==> run_1/floorplan.png <==
Scale bar: 20 um. Pins as bars on the die edge. Tap cells in grey.
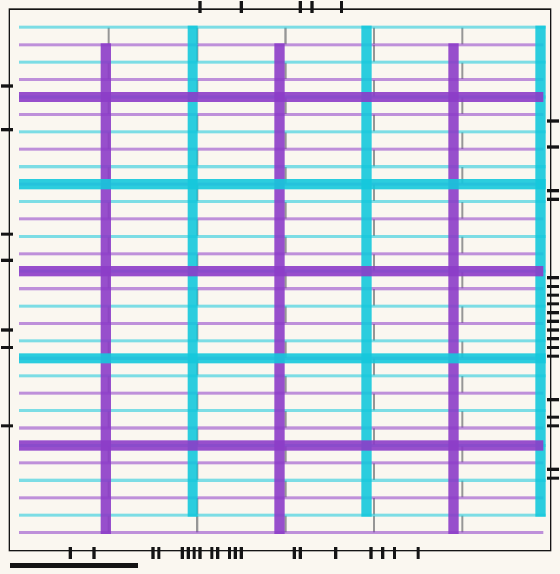
==> run_1/ff_map.png <==
Scale bar: 20 um. Other sequential cells in the stronger grey, the rest of the logic in the fainter grey.
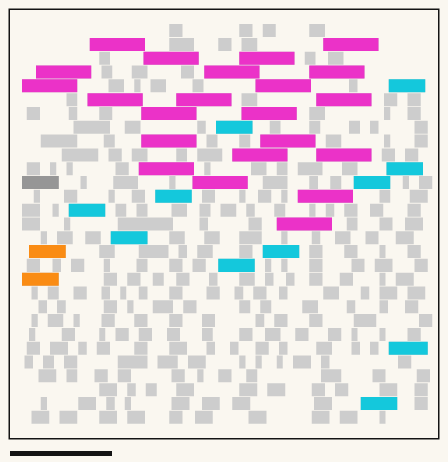
==> run_1/util_map.png <==
Scale bar: 20 um. The die is cut into 8 by 8 equal tiles; white is low, dark blue is high, 0 to 100% covered.
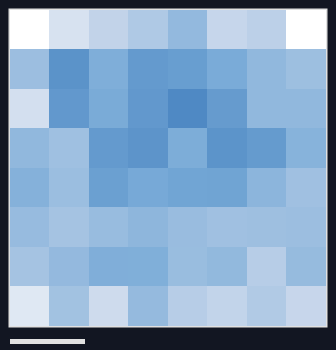
**config.mk**
```make
export PLATFORM = sky130hd
export DESIGN_NAME = pc_stack_flat
export DESIGN_NICKNAME = d
export VERILOG_FILES = /design/src/rtl/pc_stack_pkg.sv /design/src/rtl/pc_stack_if.sv /design/src/rtl/pc_stack_return_stack.sv /design/src/rtl/pc_stack.sv /design/src/flat_wrapper.sv
export SDC_FILE = /design/constraint.sdc
export NUM_CORES = 1
export LEC_CHECK = 0
export CELL_PAD_IN_SITES_DETAIL_PLACEMENT = 2
export CELL_PAD_IN_SITES_GLOBAL_PLACEMENT = 2
export CORE_UTILIZATION = 30
export DETAILED_ROUTE_END_ITERATION = 10
export PLACE_DENSITY_LB_ADDON = 0.1
export SYNTH_ARGS = -nofsm -noshare
export SYNTH_HDL_FRONTEND = slang
export SYNTH_SLANG_ARGS = --single-unit
```
**constraint.sdc**
```tcl
create_clock -name clk -period 1.9 [get_ports clk]
set_input_delay 0.38 -clock clk [delete_from_list [all_inputs] [get_ports clk]]
set_output_delay 0.38 -clock clk [all_outputs]
set_load 0.05 [all_outputs]
```
**src/rtl/pc_stack_pkg.sv**
```systemverilog
// Shared PIC16C5x core definitions: Q-phase encodings, file addresses and
// default PC/return-stack geometry.
package pc_stack_pkg;

  localparam int unsigned FE_STATE_BITS = 2;
  localparam int unsigned EX_STATE_BITS = 2;

  typedef enum logic [FE_STATE_BITS-1:0] {
    FE_Q1 = 2'd0,
    FE_Q2 = 2'd1,
    FE_Q3 = 2'd2,
    FE_Q4 = 2'd3
  } fe_state_t;

  typedef enum logic [EX_STATE_BITS-1:0] {
    EX_Q1 = 2'd0,
    EX_Q2 = 2'd1,
    EX_Q3 = 2'd2,
    EX_Q4 = 2'd3
  } ex_state_t;

  localparam logic [7:0] PCL_ADDR = 8'h02;

  localparam int unsigned PC_WIDTH_DEFAULT    = 11;
  localparam int unsigned STACK_DEPTH_DEFAULT = 2;
  localparam logic [PC_WIDTH_DEFAULT-1:0] RESET_VECTOR_DEFAULT = '1;

endpackage

```
**src/rtl/pc_stack_if.sv**
```systemverilog
// Execute-stage control bundle into the PC/return stack, plus its fetch
// address and status outputs.
interface pc_stack_if
  import pc_stack_pkg::*;
#(
  parameter int unsigned PC_WIDTH    = PC_WIDTH_DEFAULT,
  parameter int unsigned STACK_DEPTH = STACK_DEPTH_DEFAULT
) ();

  fe_state_t                            fetchState;
  ex_state_t                            executeState;
  logic                                 goto;
  logic                                 call;
  logic                                 retlw;
  logic                                 pclWrite;
  logic [8:0]                           instK;
  logic [7:0]                           aluResult;
  logic [1:0]                           pageSel;
  logic [PC_WIDTH-1:0]                  pc;
  logic [7:0]                           pcl;
  logic [$clog2(STACK_DEPTH+1)-1:0]     stackDepth;
  logic                                 stackOverflow;

  modport master (
    output fetchState, executeState, goto, call, retlw, pclWrite,
           instK, aluResult, pageSel,
    input  pc, pcl, stackDepth, stackOverflow
  );

  modport slave (
    input  fetchState, executeState, goto, call, retlw, pclWrite,
           instK, aluResult, pageSel,
    output pc, pcl, stackDepth, stackOverflow
  );

endinterface

```
**src/rtl/pc_stack_return_stack.sv**
```systemverilog
// Fixed-depth hardware return stack: push shifts down dropping the oldest,
// pop shifts up keeping the bottom entry; saturating depth, sticky overflow.
module return_stack #(
  parameter int unsigned WIDTH = 11,
  parameter int unsigned DEPTH = 2,
  localparam int unsigned DEPTH_W = $clog2(DEPTH + 1)
) (
  input  logic               clk,
  input  logic               rst_n,
  input  logic               push,
  input  logic               pop,
  input  logic [WIDTH-1:0]   push_data,
  output logic [WIDTH-1:0]   top,
  output logic [DEPTH_W-1:0] depth,
  output logic               overflow
);

  logic [WIDTH-1:0]   stack_q [DEPTH];
  logic [DEPTH_W-1:0] depth_q;
  logic               overflow_q;

  always_ff @(posedge clk) begin
    if (!rst_n) begin
      for (int unsigned i = 0; i < DEPTH; i++) stack_q[i] <= '0;
      depth_q    <= '0;
      overflow_q <= 1'b0;
    end else if (push) begin
      stack_q[0] <= push_data;
      for (int unsigned i = 1; i < DEPTH; i++) stack_q[i] <= stack_q[i-1];
      if (depth_q == DEPTH_W'(DEPTH)) overflow_q <= 1'b1;
      else                            depth_q    <= depth_q + DEPTH_W'(1);
    end else if (pop) begin
      // Bottom entry is not written, so an underflowing pop replays it.
      for (int unsigned i = 0; i + 1 < DEPTH; i++) stack_q[i] <= stack_q[i+1];
      if (depth_q != '0) depth_q <= depth_q - DEPTH_W'(1);
    end
  end

  assign top      = stack_q[0];
  assign depth    = depth_q;
  assign overflow = overflow_q;

endmodule

```
**src/rtl/pc_stack.sv**
```systemverilog
// PIC16C5x program counter: FE_Q1 increment, EX_Q4 RETLW/CALL/GOTO/PCL loads
// with PA paging, backed by the return stack.
module pc_stack
  import pc_stack_pkg::*;
#(
  parameter int unsigned         PC_WIDTH     = PC_WIDTH_DEFAULT,
  parameter int unsigned         STACK_DEPTH  = STACK_DEPTH_DEFAULT,
  parameter logic [PC_WIDTH-1:0] RESET_VECTOR = {PC_WIDTH{1'b1}}
) (
  input  logic       clk,
  input  logic       rst_n,
  pc_stack_if.slave  bus
);

  localparam int unsigned DEPTH_W = $clog2(STACK_DEPTH + 1);

  logic [PC_WIDTH-1:0] pc_q;
  logic [PC_WIDTH-1:0] pc_next;
  logic [PC_WIDTH-1:0] stack_top;
  logic [DEPTH_W-1:0]  depth;
  logic                overflow;
  logic                push;
  logic                pop;
  logic                fe_q1;
  logic                ex_q4;

  assign fe_q1 = (bus.fetchState == FE_Q1);
  assign ex_q4 = (bus.executeState == EX_Q4);

  // Loads take precedence over the increment should both phases coincide.
  always_comb begin
    pc_next = pc_q;
    push    = 1'b0;
    pop     = 1'b0;
    if (ex_q4 && bus.retlw) begin
      pc_next = stack_top;
      pop     = 1'b1;
    end else if (ex_q4 && bus.call) begin
      pc_next = PC_WIDTH'({bus.pageSel, 1'b0, bus.instK[7:0]});
      push    = 1'b1;
    end else if (ex_q4 && bus.goto) begin
      pc_next = PC_WIDTH'({bus.pageSel, bus.instK});
    end else if (ex_q4 && bus.pclWrite) begin
      pc_next = PC_WIDTH'({bus.pageSel, 1'b0, bus.aluResult});
    end else if (fe_q1) begin
      pc_next = pc_q + PC_WIDTH'(1);
    end
  end

  always_ff @(posedge clk) begin
    if (!rst_n) pc_q <= RESET_VECTOR;
    else        pc_q <= pc_next;
  end

  return_stack #(
    .WIDTH (PC_WIDTH),
    .DEPTH (STACK_DEPTH)
  ) u_return_stack (
    .clk       (clk),
    .rst_n     (rst_n),
    .push      (push),
    .pop       (pop),
    .push_data (pc_q),
    .top       (stack_top),
    .depth     (depth),
    .overflow  (overflow)
  );

  assign bus.pc            = pc_q;
  assign bus.pcl           = 8'(pc_q);
  assign bus.stackDepth    = depth;
  assign bus.stackOverflow = overflow;

endmodule
```
**src/flat_wrapper.sv**
```systemverilog
// flat-port wrapper written by rule: the top's interface ports become plain ports
module pc_stack_flat import pc_stack_pkg::*;
#(
  parameter int unsigned         PC_WIDTH     = PC_WIDTH_DEFAULT,
  parameter int unsigned         STACK_DEPTH  = STACK_DEPTH_DEFAULT,
  parameter logic [PC_WIDTH-1:0] RESET_VECTOR = {PC_WIDTH{1'b1}}
)
  (clk, rst_n, bus_fetchState, bus_executeState, bus_goto, bus_call, bus_retlw, bus_pclWrite, bus_instK, bus_aluResult, bus_pageSel, bus_pc, bus_pcl, bus_stackDepth, bus_stackOverflow);
  pc_stack_if #(.PC_WIDTH(PC_WIDTH), .STACK_DEPTH(STACK_DEPTH)) bus_i ();
  input  logic clk;
  input  logic rst_n;
  input wire logic [$bits(bus_i.fetchState)-1:0] bus_fetchState;
  input wire logic [$bits(bus_i.executeState)-1:0] bus_executeState;
  input wire logic [$bits(bus_i.goto)-1:0] bus_goto;
  input wire logic [$bits(bus_i.call)-1:0] bus_call;
  input wire logic [$bits(bus_i.retlw)-1:0] bus_retlw;
  input wire logic [$bits(bus_i.pclWrite)-1:0] bus_pclWrite;
  input wire logic [$bits(bus_i.instK)-1:0] bus_instK;
  input wire logic [$bits(bus_i.aluResult)-1:0] bus_aluResult;
  input wire logic [$bits(bus_i.pageSel)-1:0] bus_pageSel;
  output wire logic [$bits(bus_i.pc)-1:0] bus_pc;
  output wire logic [$bits(bus_i.pcl)-1:0] bus_pcl;
  output wire logic [$bits(bus_i.stackDepth)-1:0] bus_stackDepth;
  output wire logic [$bits(bus_i.stackOverflow)-1:0] bus_stackOverflow;
  assign bus_i.fetchState = bus_fetchState;
  assign bus_i.executeState = bus_executeState;
  assign bus_i.goto = bus_goto;
  assign bus_i.call = bus_call;
  assign bus_i.retlw = bus_retlw;
  assign bus_i.pclWrite = bus_pclWrite;
  assign bus_i.instK = bus_instK;
  assign bus_i.aluResult = bus_aluResult;
  assign bus_i.pageSel = bus_pageSel;
  assign bus_pc = bus_i.pc;
  assign bus_pcl = bus_i.pcl;
  assign bus_stackDepth = bus_i.stackDepth;
  assign bus_stackOverflow = bus_i.stackOverflow;
  pc_stack #(.PC_WIDTH(PC_WIDTH), .STACK_DEPTH(STACK_DEPTH), .RESET_VECTOR(RESET_VECTOR)) u_core (.clk(clk), .rst_n(rst_n), .bus(bus_i));
endmodule
```
==> results.txt, run 1 <==
flow finished, numbers: antenna diode count 0, violated checks DRC, dominant class by area combinational gates, CTS tree done, DR DRC count 9, cell resize tally after clock tree synthesis 1, Biggest register u_core.u_return_stack.stack_q, Max Slew Vio Count 0, vias per cell 5.32, H-tree depth 2, Setup Crit Path Kind register to output port, startpoint types register, total die size 7110 sq um, Post-Syn Area per Cell 9.63 sq um, GR Util met2 40.6%, Max Buffers Root-to-Sink 2, first-pass GRT wire length 12.1 mm, max-cap viol count 0, TAP cells 77, register area 942 sq um, multi-input gates 153, Chip Area, Yosys 2030 sq um, worst r2r src u_core.bus.pc[3], IO buf count 50, Global Route met1 Usage 29.0%, post-route design area 2980 sq um, Clock Pin Slew Worst Setup and Hold Paths 70 ps, status complete, but fails checks, syn_nets 241, Row Count 29, Tcrit/Tclk final 95.5%, later-pin clock latency in the skew report 290 ps, Peak VDD IR 0.351 mV, YS warnings 0, worst hold path type register to register
-- floorplan.png (at the start) --
colour	net
cyan	VDD
purple	VSS
met4 straps	6
met5 straps	5
rows	29
tap cells	77
met1 rails	30

-- ff_map.png (at the start) --
colour	signal	placed flops
magenta	u_core.u_return_stack.stack_q	22
orange	u_core.u_return_stack.depth	2
cyan	u_core.bus.pc	11

-- util_map.png (at the start) --
fullest tile	64%
nearly empty tiles	3.1%
mean over tiles	41%
densest ninth of the die	middle

## run 1: power by group through the flow
stage	clock network [W]	logic, W	registers [W]
2_1_floorplan	0	0.000333	0.00103
3_3_place_gp	0	0.000710	0.000957
3_5_place_dp	0	0.000723	0.000960
4_1_cts	0.000699	0.000732	0.000944
5_1_grt	0.000741	0.000783	0.000949
6_report	0.000693	0.000731	0.000944
## run 1: worst max path at each step
stage / start / end
2_1_floorplan: u_core.bus.pc[1] / u_core.bus.pc[6]
3_3_place_gp: bus_pclWrite / u_core.bus.pc[10]
3_5_place_dp: bus_executeState[0] / u_core.u_return_stack.stack_q[0][2]
4_1_cts: bus_pclWrite / u_core.bus.pc[10]
5_1_grt: bus_executeState[0] / u_core.bus.pc[6]
6_report: u_core.u_return_stack.overflow / bus_stackOverflow
## run 1: worst reg2reg max path, cell delays in order (launching register included)
cell	delay, ps
dfxtp_1	440
nand4_1	210
nor2_1	250
nand4_1	140
or4_1	420
nand4_1	120
## run 1: Yosys cell counts, drive strengths merged (2+ instances only)
cell type / number / area [sq um]
edfxtp: 22 / 661
nor2: 21 / 91.3
nand2: 19 / 78.8
buf: 16 / 109
dfxtp: 14 / 280
o21ai: 14 / 70.1
and2: 12 / 75.1
a22o: 11 / 96.3
a21oi: 10 / 61.3
nand3: 10 / 55.1
o211ai: 6 / 45.0
a211oi: 5 / 37.5
nand4: 4 / 25.0
xor2: 4 / 35.0
clkbuf: 3 / 11.3
inv: 3 / 11.3
or2: 3 / 18.8
xnor2: 3 / 26.3
a22oi: 2 / 15.0
a31oi: 2 / 12.5
nand2b: 2 / 12.5
nor4: 2 / 12.5
o221ai: 2 / 17.5
or3: 2 / 12.5
==> run 2, diff against run 1 <==
--- a/config.mk
+++ b/config.mk
@@ -7,6 +7,7 @@
 export LEC_CHECK = 0
 export CELL_PAD_IN_SITES_DETAIL_PLACEMENT = 2
 export CELL_PAD_IN_SITES_GLOBAL_PLACEMENT = 2
+export CORE_MARGIN = 3
 export CORE_UTILIZATION = 30
 export DETAILED_ROUTE_END_ITERATION = 10
 export PLACE_DENSITY_LB_ADDON = 0.1
==> run 2 against run 1 <==
  * The run now ends clean
  * Count of clock-buffer cells in the layout unchanged
  * Synthesized cell count unchanged
  * Sequential cell count unchanged
  * Critical path type unchanged
  * Critical endpoint unchanged
  * Largest power group unchanged
==> results.txt, run 2 <==
flow finished, numbers: status completed, DR DRC count 0, Yosys top cell by area edfxtp_1, share of layout cells above drive strength 1 29.5%, post-route design area 2980 sq um, antenna diode count 0, Commonest cells post-synth edfxtp_1 (22), nand2_1 (18), nor2_1 (18), dfxtp_1 (14), and2_1 (12), TritonCTS Buffers 5, max-cap viol count 0, worst r2r src u_core.bus.pc[2], later-pin clock latency in the skew report 290 ps, Cell area leaders edfxtp_1 (33%), dfxtp_1 (14%), a22o_1 (4.7%), Max Buffers Root-to-Sink 2, IO Count 51, Chip Area, Yosys 2030 sq um, Biggest register u_core.u_return_stack.stack_q, max_slew headroom 65.9%, critical path's largest stage delay 810 ps, Setup WS pre-CTS -313 ps, total die size 7800 sq um, Post-Syn Area per Cell 9.63 sq um, CTS tree done, Tcrit/Tclk final 95.5%, H-tree depth 2, IO buf count 50, Clock Pin Slew Worst Setup and Hold Paths 80 ps, YS warnings 0, vias per cell 5.39, startpoint types register, syn_nets 241, first-pass GRT wire length 12.2 mm, worst hold path type register to register, CP startpoint u_core.u_return_stack.overflow, core area 6460 sq um, Final Wtd Congestion 0.774, crit path to bus_stackOverflow, most common cell in the netlist edfxtp_1, Largest type area fraction 32.5%
[run 2: cell counts after synthesis]
Identical to the previous run, type by type.
[run 2: cell type report]
type / instances / area, sq um / share of cell area, %
clock buffers: 6 / 72.6 / 2.44
clock inverters: 2 / 35.0 / 1.18
inverters: 3 / 11.3 / 0.378
multi-input cells: 153 / 972 / 32.7
flip-flops and latches: 36 / 942 / 31.7
well taps: 77 / 96.3 / 3.24
repair buffers: 98 / 846 / 28.4
[run 2: metal layers]
metal  GRT usage [%]  part of all wire, %  up-vias
li1                -                    -      953
met1            27.2                   44     1015
met2            37.2                   51       45
met3            3.17                  3.5        9
met4            4.95                 0.89        0
met5               0                    0        -
[run 2: worst register-to-register path: stages (launching register included)]
cell      delay [ps]
dfxtp_1          550
nand3_1          190
nor4_1           470
xor2_1           150
o221ai_1         170
nand2_1           70
[run 2: logic make-up (layout without fill, tap and decap cells)]
logic type,after synthesis,in the layout,share of synthesized area (%)
flip-flops,36,36,46.3
AND-OR/OR-AND,62,62,21.6
adder cells (fa/ha/maj),1,1,0.616
buffers and inverters,22,109,6.47
AND/OR/NAND/NOR,81,81,21.0
XOR/XNOR,7,7,3.02
multiplexers,2,2,1.05
[run 2: where the power goes]
part | internal (W) | leakage (nW) | switching (W) | total, W
sequential | 0.000884 | 0.347 | 0.0000602 | 0.000944
clock | 0.000390 | 0.0552 | 0.000299 | 0.000690
combinational | 0.000308 | 0.799 | 0.000419 | 0.000727
[run 2: through the flow]
step	hold slack [ps]	setup TNS (ps)
after floorplan	459	0
after global placement	461	-4300
after detailed placement	488	-8600
after CTS	512	0
after global routing	550	-0.547
final	494	0
[run 2: repair_timing]
item | in CTS | in global routing
gates resized | 1 | 3
hold buffers | 0 | 0
endpoints found under the setup margin | 11 | 5
==> run_2/ff_map.png <==
Scale bar: 20 um. Other sequential cells in the stronger grey, the rest of the logic in the fainter grey.
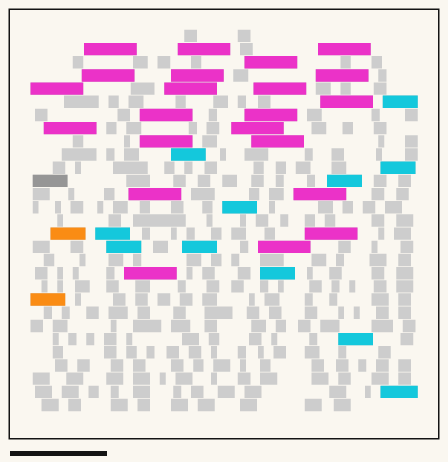
colour	signal	placed flops
magenta	u_core.u_return_stack.stack_q	22
orange	u_core.u_return_stack.depth	2
cyan	u_core.bus.pc	11

==> run_2/placed.png <==
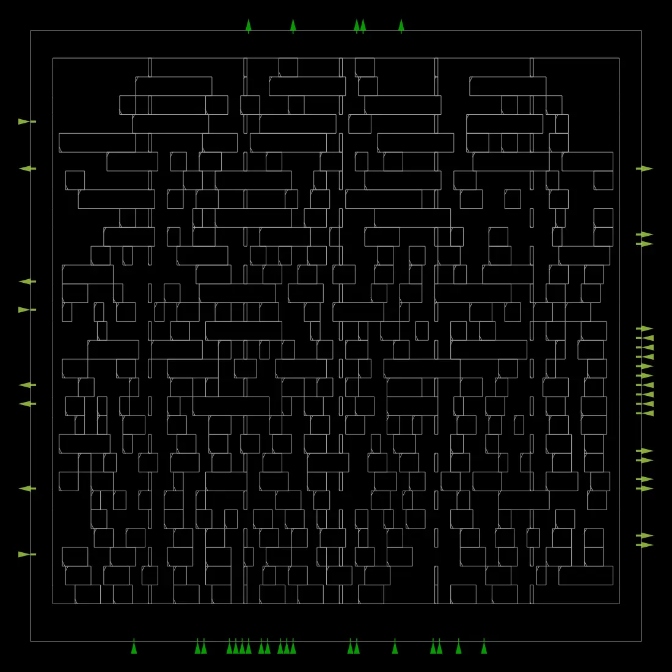
Row Count: 29
fillers: 708
Finished Core Util: 46.1%
TAP cells: 77

==> run 3, diff against run 2 <==
--- a/config.mk
+++ b/config.mk
@@ -11,6 +11,7 @@
 export CORE_UTILIZATION = 30
 export DETAILED_ROUTE_END_ITERATION = 10
 export PLACE_DENSITY_LB_ADDON = 0.1
+export SLEW_MARGIN = 40
 export SYNTH_ARGS = -nofsm -noshare
 export SYNTH_HDL_FRONTEND = slang
 export SYNTH_SLANG_ARGS = --single-unit
==> run_3/ff_map.png <==
Scale bar: 20 um. Other sequential cells in the stronger grey, the rest of the logic in the fainter grey.
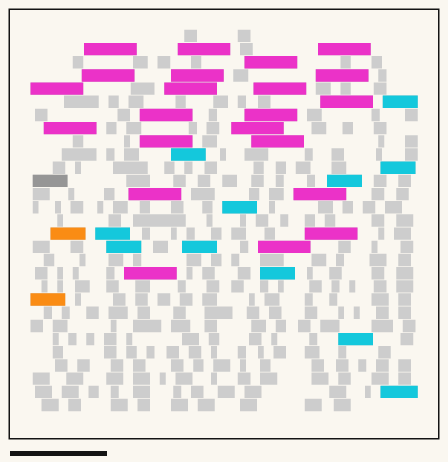
colour	signal	placed flops
orange	u_core.u_return_stack.depth	2
cyan	u_core.bus.pc	11
magenta	u_core.u_return_stack.stack_q	22
not coloured	1

==> run_3/placed.png <==
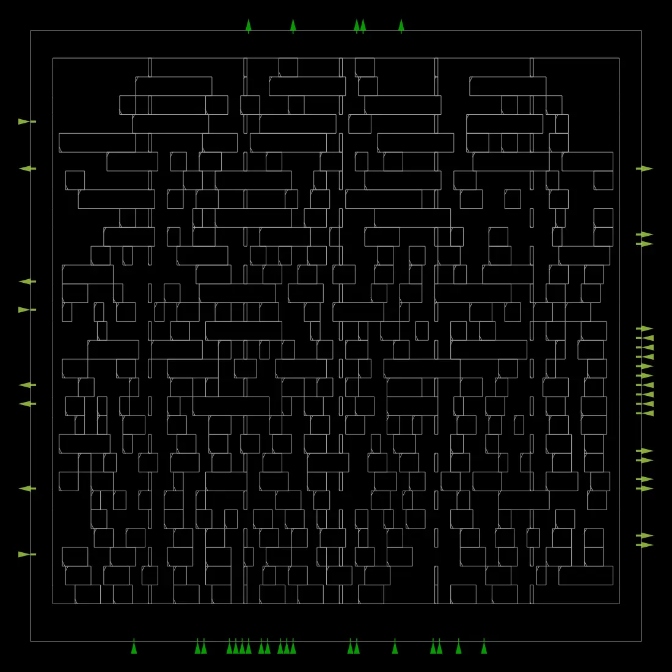
Seq area share: 31.7%
core area: 6460 sq um
Final Non-Filler Cells: 375
flop count: 36

==> run 3 against run 2 <==
  * Clock skew stayed put
  * Maximum frequency did not move
  * Routed wire length stayed put
  * Critical path depth unchanged
  * First-iteration DRC count unchanged
  * Critical path type unchanged
==> results.txt, run 3 <==
flow finished, numbers: most common cell in the netlist edfxtp_1, max_slew headroom 65.9%, Biggest register u_core.u_return_stack.stack_q, cts hold-fix bufs 0, Top Layer Used met4, Peak VDD IR 0.410 mV, M1 WL 3.40 mm, fillers 708, register area 942 sq um, vias per cell 5.39, later-pin clock latency in the skew report 290 ps, Finished Core Util 46.1%, Tcrit/Tclk final 95.5%, Chip Area, Yosys 2030 sq um, max FFs per register 22, flip-flops with a built-in enable 22, startpoint types register, Post-Syn Area per Cell 9.63 sq um, CTS tree done, Row Count 29, Commonest cells post-synth edfxtp_1 (22), nand2_1 (18), nor2_1 (18), dfxtp_1 (14), and2_1 (12), share of layout cells above drive strength 1 29.5%, Max Buffers Root-to-Sink 2, YS warnings 0, critical path's largest stage delay 810 ps, CP startpoint u_core.u_return_stack.overflow, Final Wtd Congestion 0.774, Max Slew Vio Count 0, DR WL met2 3.94 mm, status completed, first-pass GRT wire length 12.2 mm, Yosys top cell by area edfxtp_1, IO buf count 50, worst hold path type register to register, syn_nets 241, post-route design area 2980 sq um, setup slack, reg-to-reg 170 ps, Largest type area fraction 32.5%, antenna diode count 0, TritonCTS Buffers 5, Met3 Wirelength 265 um, total die size 7800 sq um
run 3: final timing paths:
check	to	cells past startpoint
setup / recovery	bus_stackOverflow	1
hold / removal	u_core.u_return_stack.overflow	2
setup reg to reg	u_core.bus.pc[9]	5
hold reg to reg	u_core.u_return_stack.overflow	2
run 3: metal layers:
metal,GRT usage (%),vias up
met5,0,-
met4,4.95,0
met3,3.17,9
met2,37.2,45
met1,27.2,1015
li1,-,953
run 3: cells by family (layout without fill, tap and decap cells):
kind of cell    count (synthesis)  count (layout)  synth area share [%]
mux                             2               2                  1.05
compound gates                 62              62                  21.6
simple gates                   81              81                  21.0
buf+inv                        22             109                  6.47
fa+ha+maj                       1               1                 0.616
flops                          36              36                  46.3
xor+xnor                        7               7                  3.02
run 3: through the flow:
stage / setup TNS (ps) / std cells / worst slack, ps / hold slack, ps / power, W
3_3_place_gp: -4300 / 367 / -247 / 461 / 0.00166
4_1_cts: 0 / 375 / 17.6 / 512 / 0.00237
3_5_place_dp: -8600 / 367 / -313 / 488 / 0.00168
6_report: 0 / 375 / 85.5 / 494 / 0.00236
2_1_floorplan: 0 / 211 / 8.43 / 459 / 0.00136
5_1_grt: -0.547 / 375 / -0.547 / 550 / 0.00248
run 3: layout make-up:
class,instances,share of cell area (%)
timing repair buffer,98,28.4
sequential,36,31.7
clock buffer,6,2.44
tap,77,3.24
clock inverter,2,1.18
inverter,3,0.378
multi-input combinational,153,32.7
run 3: repair_timing:
item,CTS,global route
setup buffers,0,0
gates resized,1,3
pin swaps,0,0
endpoints found under the setup margin,11,5
run 3: where the power goes:
part           total [W]  leakage (nW)  switching (W)  internal [W]
registers       0.000944         0.347      0.0000602      0.000884
clock network   0.000690        0.0552       0.000299      0.000390
logic           0.000727         0.799       0.000419      0.000308
total            0.00236          1.20       0.000778       0.00158
No activity file was given, so power comes from the tool's default toggle rates.
